<file path="config.mk">
export PLATFORM = sky130hd
export DESIGN_NAME = navic_boc_modulator
export DESIGN_NICKNAME = d
export VERILOG_FILES = /design/src/rtl/navic_boc_pkg.sv /design/src/rtl/navic_chip_nco.sv /design/src/rtl/navic_boc_modulator.sv
export SDC_FILE = /design/constraint.sdc
export NUM_CORES = 1
export LEC_CHECK = 0
export ABC_AREA = 1
export CORE_ASPECT_RATIO = 0.75
export CORE_MARGIN = 4
export CORE_UTILIZATION = 39
export CTS_BUF_LIST = sky130_fd_sc_hd__clkbuf_4 sky130_fd_sc_hd__clkbuf_8
export CTS_CLUSTER_DIAMETER = 80
export DETAILED_ROUTE_END_ITERATION = 7
export PLACE_DENSITY = 0.59
export SETUP_SLACK_MARGIN = 0.3
export SLEW_MARGIN = 10
export SYNTH_ARGS = -nofsm -noshare
export SYNTH_HDL_FRONTEND = slang
export SYNTH_SLANG_ARGS = --single-unit
</file>
<file path="constraint.sdc">
create_clock -name clk -period 15.5 [get_ports clk]
set_input_delay 4.65 -clock clk [delete_from_list [all_inputs] [get_ports clk]]
set_output_delay 4.65 -clock clk [all_outputs]
set_load 0.01 [all_outputs]
</file>
<file path="src/rtl/navic_boc_pkg.sv">
// navic_boc_pkg
// Shared constants and helpers for the NavIC L1 pilot BOC modulator.
//   SBOC_PERIOD    : chips per synthesized-BOC block (33)
//   SBOC_SLOTS     : slot indices within a block that use BOC(6,1): {0, 4, 6, 29}
//   BOC61_SEGMENTS : BOC(6,1) half-periods per chip (12)
//   PHASE_W        : number of NCO MSBs used as the subcarrier phase tap (8)
// The SBOC helpers are only referenced when NAVIC_BOC_SBOC_EN is defined.
package navic_boc_pkg;

    localparam int SBOC_PERIOD    = 33;
    localparam int SBOC_NUM_SLOTS = 4;
    localparam int SLOT_W         = 6;
    localparam int BOC61_SEGMENTS = 12;
    localparam int PHASE_W        = 8;
    localparam int PROD_W         = 12;

    // Packed list of the SBOC slots, entry i at bits [i*SLOT_W +: SLOT_W].
    localparam logic [SBOC_NUM_SLOTS*SLOT_W-1:0] SBOC_SLOTS =
        {6'd29, 6'd6, 6'd4, 6'd0};

    function automatic logic isSbocSlot(input logic [SLOT_W-1:0] slot);
        logic hit;
        hit = 1'b0;
        for (int i = 0; i < SBOC_NUM_SLOTS; i++) begin
            if (slot == SBOC_SLOTS[i*SLOT_W +: SLOT_W]) begin
                hit = 1'b1;
            end
        end
        return hit;
    endfunction

    // BOC(6,1) sign: segment = (phase * 12) >> 8 and the subcarrier is its LSB,
    // which is bit PHASE_W of the product.
    function automatic logic boc61Subcarrier(input logic [PHASE_W-1:0] phase);
        logic [PROD_W-1:0] prod;
        prod = PROD_W'(phase) * PROD_W'(BOC61_SEGMENTS);
        return prod[PHASE_W];
    endfunction

endpackage

</file>
<file path="src/rtl/navic_chip_nco.sv">
// navic_chip_nco
// Chip-rate phase accumulator. Issues one tick per chip when the accumulator
// carries out, and exposes the top PHASE_W bits of the phase for subcarrier
// generation.
// Ports:
//   clk      : sample clock, rising edge
//   reset    : asynchronous active-high reset, clears the phase
//   en_i     : run enable; accumulator holds and no tick while low
//   fcw_i    : phase increment per clock, clamped to 2^(FCW_W-1)
//   tick_o   : combinational chip strobe (en_i & carry)
//   phase_o  : registered accumulator MSBs
module navic_chip_nco
    import navic_boc_pkg::*;
#(
    parameter int FCW_W = 32
) (
    input  logic               clk,
    input  logic               reset,
    input  logic               en_i,
    input  logic [FCW_W-1:0]   fcw_i,
    output logic               tick_o,
    output logic [PHASE_W-1:0] phase_o
);

    localparam logic [FCW_W-1:0] FCW_MAX = {1'b1, {(FCW_W-1){1'b0}}};

    logic [FCW_W-1:0] acc_q;
    logic [FCW_W-1:0] acc_d;
    logic [FCW_W-1:0] fcwEff;
    logic             carry;

    // Clamping to half the phase circle keeps ticks at least two clocks apart.
    always_comb begin
        fcwEff = (fcw_i > FCW_MAX) ? FCW_MAX : fcw_i;
        {carry, acc_d} = {1'b0, acc_q} + {1'b0, fcwEff};
    end

    always_ff @(posedge clk or posedge reset) begin
        if (reset) begin
            acc_q <= '0;
        end else if (en_i) begin
            acc_q <= acc_d;
        end
    end

    assign tick_o  = en_i & carry;
    assign phase_o = acc_q[FCW_W-1 -: PHASE_W];

endmodule

</file>
<file path="src/rtl/navic_boc_modulator.sv">
// navic_boc_modulator
// Chip timing and BOC subcarrier stage following the NavIC L1 pilot code
// generator. The NCO tick advances the generator; the returned chip is latched
// one clock later and XORed with a BOC(1,1) or, in synthesized-BOC slots, a
// BOC(6,1) subcarrier to give one sign-bit sample per clock.
// Configuration macro: NAVIC_BOC_SBOC_EN enables the SBOC slot counter and
// BOC(6,1) path; without it the output is pure BOC(1,1), slot_o/boc61_o are 0
// and epoch_i is ignored.
// Ports:
//   clk, reset      : clock (rising edge), asynchronous active-high reset
//   en_i            : run enable
//   fcw_i           : chip-rate frequency control word
//   chip_tick_o     : chip advance strobe to the generator
//   chip_i, epoch_i : chip and last-chip-of-code strobe from the generator
//   sample_o        : modulated sample (1 = +1, 0 = -1)
//   sample_valid_o  : sample_o carries a modulated chip
//   slot_o, boc61_o : SBOC slot of the output chip and its BOC(6,1) flag
module navic_boc_modulator
    import navic_boc_pkg::*;
#(
    parameter int FCW_W = 32
) (
    input  logic              clk,
    input  logic              reset,
    input  logic              en_i,
    input  logic [FCW_W-1:0]  fcw_i,
    output logic              chip_tick_o,
    input  logic              chip_i,
    input  logic              epoch_i,
    output logic              sample_o,
    output logic              sample_valid_o,
    output logic [SLOT_W-1:0] slot_o,
    output logic              boc61_o
);

    logic               tick;
    logic [PHASE_W-1:0] phase;

    logic tick_q;
    logic chip_q, chip_d;
    logic en1_q;
    logic started_q, started_d;
    logic sample_q, sample_d;
    logic valid_q, valid_d;
    logic sc;

    navic_chip_nco #(
        .FCW_W(FCW_W)
    ) u_nco (
        .clk    (clk),
        .reset  (reset),
        .en_i   (en_i),
        .fcw_i  (fcw_i),
        .tick_o (tick),
        .phase_o(phase)
    );

    // The generator advances on the tick edge, so its new chip is on chip_i in
    // the following cycle, together with the first phase of that chip. The
    // sample is formed from these next-state values, which is the same as
    // chip_q XOR the one-clock-delayed phase, registered.
    always_comb begin
        chip_d    = tick_q ? chip_i : chip_q;
        started_d = started_q | tick_q;
        valid_d   = en1_q & (started_q | tick_q);
    end

`ifdef NAVIC_BOC_SBOC_EN
    logic              epoch_q, epoch_d;
    logic [SLOT_W-1:0] slot_q, slot_d;
    logic              boc61_q, boc61_d;

    // Slot count restarts after the chip that carried the epoch strobe, and
    // wraps after SBOC_PERIOD chips; both at once still gives slot 0.
    always_comb begin
        epoch_d = epoch_q;
        slot_d  = slot_q;
        boc61_d = boc61_q;
        if (tick_q) begin
            epoch_d = epoch_i;
            if (epoch_q || (slot_q == SLOT_W'(SBOC_PERIOD - 1))) begin
                slot_d = '0;
            end else begin
                slot_d = slot_q + 1'b1;
            end
            boc61_d = isSbocSlot(slot_d);
        end
        sc = boc61_d ? boc61Subcarrier(phase) : phase[PHASE_W-1];
    end

    always_ff @(posedge clk or posedge reset) begin
        if (reset) begin
            epoch_q <= 1'b0;
            slot_q  <= '0;
            boc61_q <= 1'b0;
        end else begin
            epoch_q <= epoch_d;
            slot_q  <= slot_d;
            boc61_q <= boc61_d;
        end
    end

    assign slot_o  = slot_q;
    assign boc61_o = boc61_q;
`else
    logic unusedEpoch;

    always_comb begin
        sc = phase[PHASE_W-1];
    end

    assign unusedEpoch = epoch_i;
    assign slot_o      = '0;
    assign boc61_o     = 1'b0;
`endif

    // tick_q and the valid pipeline run every clock: a tick already issued
    // must still be latched even if en_i drops in the next cycle, and the
    // sample register simply re-presents the held phase while paused.
    always_ff @(posedge clk or posedge reset) begin
        if (reset) begin
            tick_q    <= 1'b0;
            chip_q    <= 1'b0;
            en1_q     <= 1'b0;
            started_q <= 1'b0;
            sample_q  <= 1'b0;
            valid_q   <= 1'b0;
        end else begin
            tick_q    <= tick;
            chip_q    <= chip_d;
            en1_q     <= en_i;
            started_q <= started_d;
            sample_q  <= sample_d;
            valid_q   <= valid_d;
        end
    end

    assign sample_d       = chip_d ^ sc;
    assign chip_tick_o    = tick;
    assign sample_o       = sample_q;
    assign sample_valid_o = valid_q;

endmodule

</file>
==> results.py, run 1 <==
# Synthesis and PnR figures
metrics = {
    "power": {
        "comb-power_uw": 413,
        "sw_frac_of_total": 0.500,
        "p_seq_uw": 169,
        "pwr-share-seq": 0.256,
    },
    "floorplanning": {
        "core_util_floorplan": 0.401,
        "core-area_um2": 10400,
    },
    "yosys": {
        "synthCells": 715,
        "top_cell_area_share": 0.241,
        "yosysCellCount": 715,
        "synthAdderAreaFrac": 0.101,
        "synthTopCellsByArea": "nand2_1, dfrtp_1, inv_1",
    },
    "setup_path": {
        "cp_top_family": "simple AND/OR/NAND/NOR gates",
        "crit_path_end": "chip_tick_o",
        "reg2reg_depth": 10,
        "cp_slowest_cell": "nor4_1",
    },
    "detailed_routing": {
        "dr.pass1.iters": 5,
        "drtIter0Drc": 225,
        "drc": 0,
    },
    "run_status": {
        "status": "finished clean",
    },
    "placement": {
        "gp_congestion": 0.929,
    },
    "layout": {
        "largest-register": "u_nco.acc_q",
        "comb_area_um2": 2610,
    },
    "final_timing": {
        "worst_slew_pin_slew_ps": 906,
        "fin_crit_sh": 0.851,
        "fin_skew_ps": 9.58,
    },
    "global_route": {
        "grtUsageMet3": 0.0352,
    },
}
Fig. 1: run 1, cell outlines without signal wires
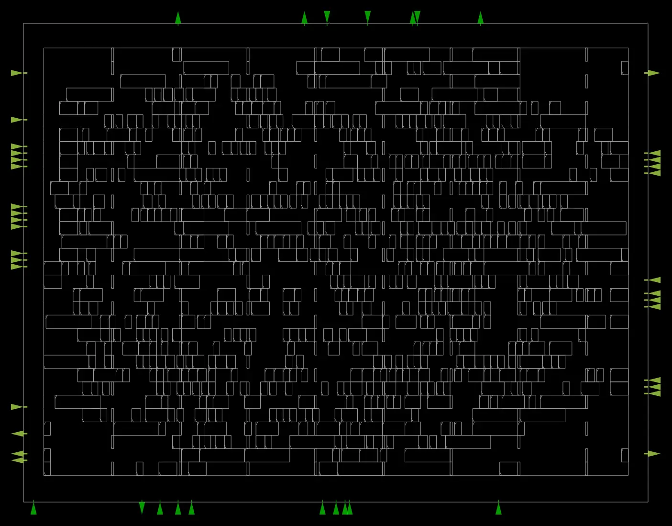
Final Util: 0.459
sequential share of cell area: 0.200
final cell count without fillers: 889
number of well taps: 136
Rows: 32

Fig. 2: run 1, metal layers overlaid
Drawn at 4 px/um. Only two layers are drawn.
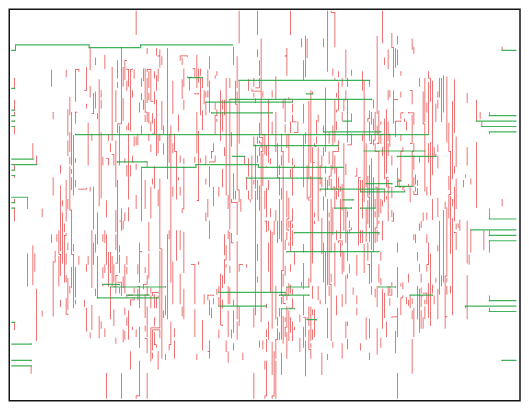
[met3] green | wire length: 721 um
[met2] red | wire length: 4520 um
GRT Total Usage: 0.199
Via Count: 4195
final wirelength: 11.9 mm
detailed-route wire length per cell: 13.4 um

Fig. 3: run 1, nets reached from selected ports
Drawn at 2 px/um.
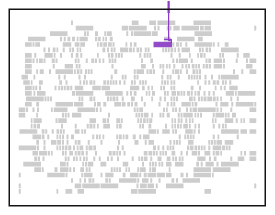
[sample_o] purple | bits: 1 | direction: output | edge: top | end cells: 1 | buffers: 1 | wire: 21.4 um

Fig. 4: run 1, cell sizes after repair
Drawn at 4 px/um.
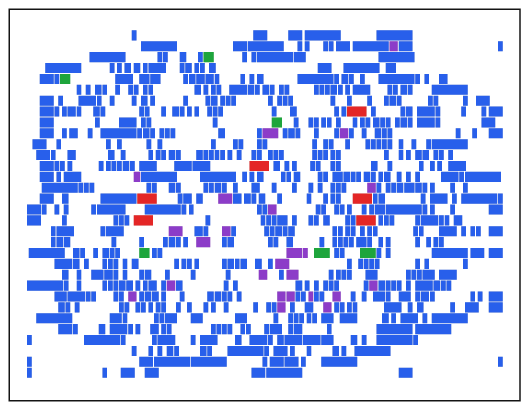

==> run 2, diff against run 1 <==
--- a/config.mk
+++ b/config.mk
@@ -6,7 +6,7 @@
 export NUM_CORES = 1
 export LEC_CHECK = 0
 export ABC_AREA = 1
-export CORE_ASPECT_RATIO = 0.75
+export CORE_ASPECT_RATIO = 0.6
 export CORE_MARGIN = 4
 export CORE_UTILIZATION = 39
 export CTS_BUF_LIST = sky130_fd_sc_hd__clkbuf_4 sky130_fd_sc_hd__clkbuf_8
Fig. 5: run 2, cell sizes after repair
Drawn at 4 px/um.
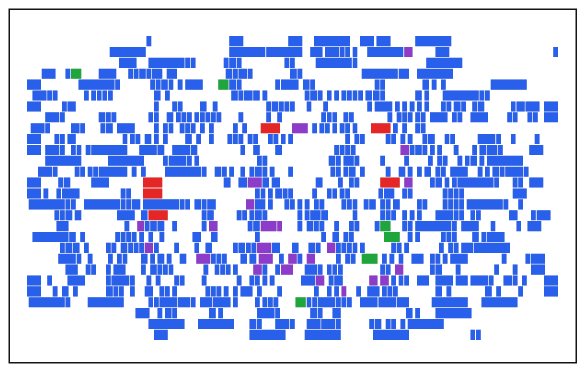
[drive 6 and up] red | cells: 6
[drive 1 or less] blue | cells: 717
[drive 2] purple | cells: 24
[drive 3 to 4] green | cells: 6
worst setup margin: 1950 ps
fin area: 4760 um2
Layout area overhead: 14.3%
bufs w/o clock: 41

Fig. 6: run 2, pin map
Drawn at 4 px/um. Pins as bars across the die edge, other pins in grey.
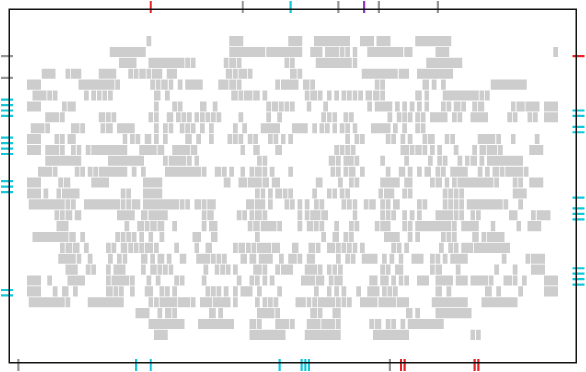
[sample_o] purple | pins: 1 | direction: output | edge: top
[slot_o] red | pins: 6 | direction: output | edge: 4 bottom, 1 right, 1 top
[fcw_i] cyan | pins: 32 | direction: input | edge: 13 left, 12 right, 6 bottom, 1 top
all pins by edge: 15 left, 13 right, 12 bottom, 7 top
Buffers on Ports: 38
Die Wd: 141 um
die height: 88.0 um

==> results.py, run 2 <==
# Synthesis and PnR figures
metrics = {
    "placement": {
        "gp_congestion": 0.968,
    },
    "yosys": {
        "synthCells": 715,
        "yosysCellCount": 715,
        "netlist_area_um2": 4160,
        "top_cell_area_share": 0.241,
        "synthAdderAreaFrac": 0.101,
        "ys_types": 36,
        "xor_area_frac": 0.0295,
        "synthTopCellsByArea": "nand2_1, dfrtp_1, inv_1",
    },
    "detailed_routing": {
        "routedWlPerCell_um": 13.7,
        "wl_mm": 12.2,
        "vias": 4217,
        "vias_per_cell": 4.75,
        "drtIter0Drc": 330,
        "drc": 0,
    },
    "power": {
        "pwr-share-seq": 0.253,
        "p_seq_uw": 169,
        "comb-power_uw": 419,
        "sw_frac_of_total": 0.501,
    },
    "final_timing": {
        "fin_crit_sh": 0.874,
        "final_hold_viol_count": 0,
        "worst_slew_pin_slew_ps": 937,
        "rsz0062_at_grt": "false",
    },
    "setup_path": {
        "cp.depth": 18,
        "cp_top_family": "simple AND/OR/NAND/NOR gates",
        "crit_path_end": "chip_tick_o",
        "reg2reg_depth": 9,
    },
    "global_route": {
        "grtUsageTotal": 0.203,
        "grt_pass1_vias": 3828,
        "grtUsageMet3": 0.0344,
    },
    "layout": {
        "comb_area_um2": 2610,
        "fin_cells": 888,
        "seq-cell-share": 0.200,
        "largest-register": "u_nco.acc_q",
        "final.clkbuf_count": 7,
        "fin_util": 0.470,
    },
    "run_status": {
        "status": "finished clean",
    },
    "clock_tree": {
        "clk_pin_slew_ps": 80,
    },
    "floorplanning": {
        "io_pins": 47,
        "core-area_um2": 10100,
        "row_count": 28,
    },
}
Fig. 7: run 2, metal layers overlaid
Drawn at 4 px/um. Only two layers are drawn.
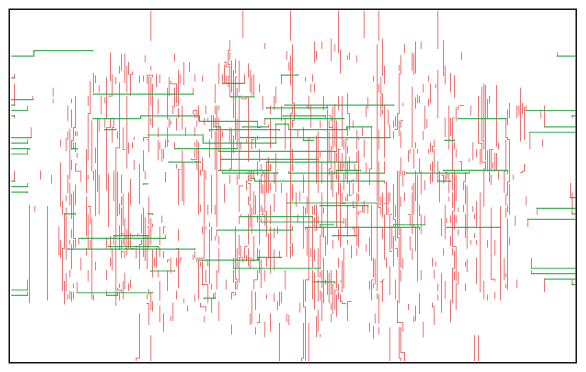

==> run 3, diff against run 2 <==
--- a/config.mk
+++ b/config.mk
@@ -17,4 +17,5 @@
 export SLEW_MARGIN = 10
 export SYNTH_ARGS = -nofsm -noshare
 export SYNTH_HDL_FRONTEND = slang
+export SYNTH_HIERARCHICAL = 1
 export SYNTH_SLANG_ARGS = --single-unit
Fig. 8: run 3, metal layers overlaid
Drawn at 4 px/um. Only two layers are drawn.
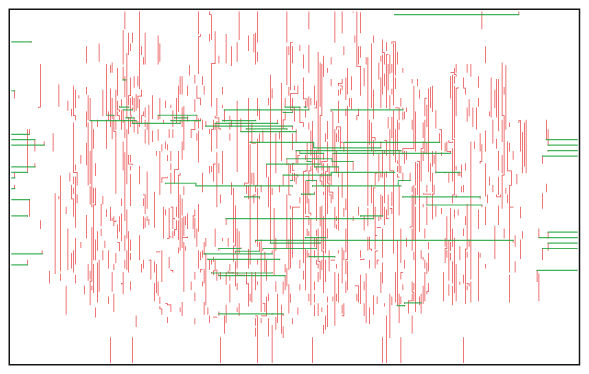
Via Count: 4249
detailed-route wire length per cell: 13.7 um

Fig. 9: run 3, pin map
Drawn at 4 px/um. Pins as bars across the die edge, other pins in grey.
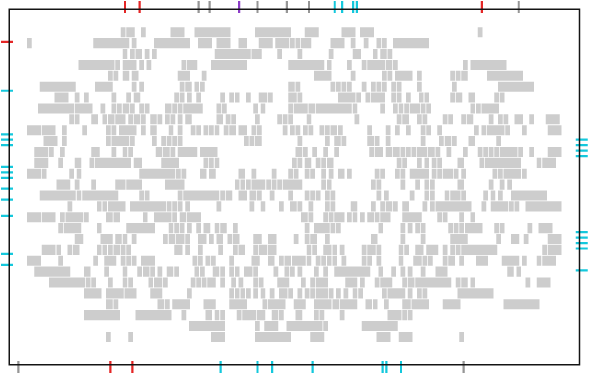
[sample_o] purple | pins: 1 | direction: output | edge: top
[slot_o] red | pins: 6 | direction: output | edge: 3 top, 2 bottom, 1 left
[fcw_i] cyan | pins: 32 | direction: input | edge: 12 left, 9 right, 7 bottom, 4 top
Die Wd: 142 um
die height: 88.5 um

==> results.py, run 3 <==
# Synthesis and PnR figures
metrics = {
    "final_timing": {
        "final_hold_viol_count": 0,
        "rsz0062_at_grt": "false",
        "worst_slew_pin_slew_ps": 940,
    },
    "layout": {
        "areaGrowthSynthToFinish_pct": 14.0,
        "final.clkbuf_count": 6,
        "fin_cells": 905,
        "fin_area_um2": 4800,
        "comb_area_um2": 2600,
        "largest-register": "u_nco/acc_q",
        "seq-cell-share": 0.198,
        "buffers_excl_clock": 41,
        "fin_util": 0.455,
    },
    "power": {
        "comb-power_uw": 418,
        "sw_frac_of_total": 0.503,
    },
    "yosys": {
        "synthCells": 729,
    },
    "run_status": {
        "status": "finished clean",
    },
    "floorplanning": {
        "row_count": 29,
    },
    "global_route": {
        "grtUsageTotal": 0.203,
    },
    "detailed_routing": {
        "vias_per_cell": 4.70,
        "drc": 0,
        "drtIter0Drc": 382,
    },
    "placement": {
        "gp_congestion": 0.960,
    },
    "setup_path": {
        "reg2reg_depth": 11,
    },
}
Power is estimated from default activity; no workload was simulated.
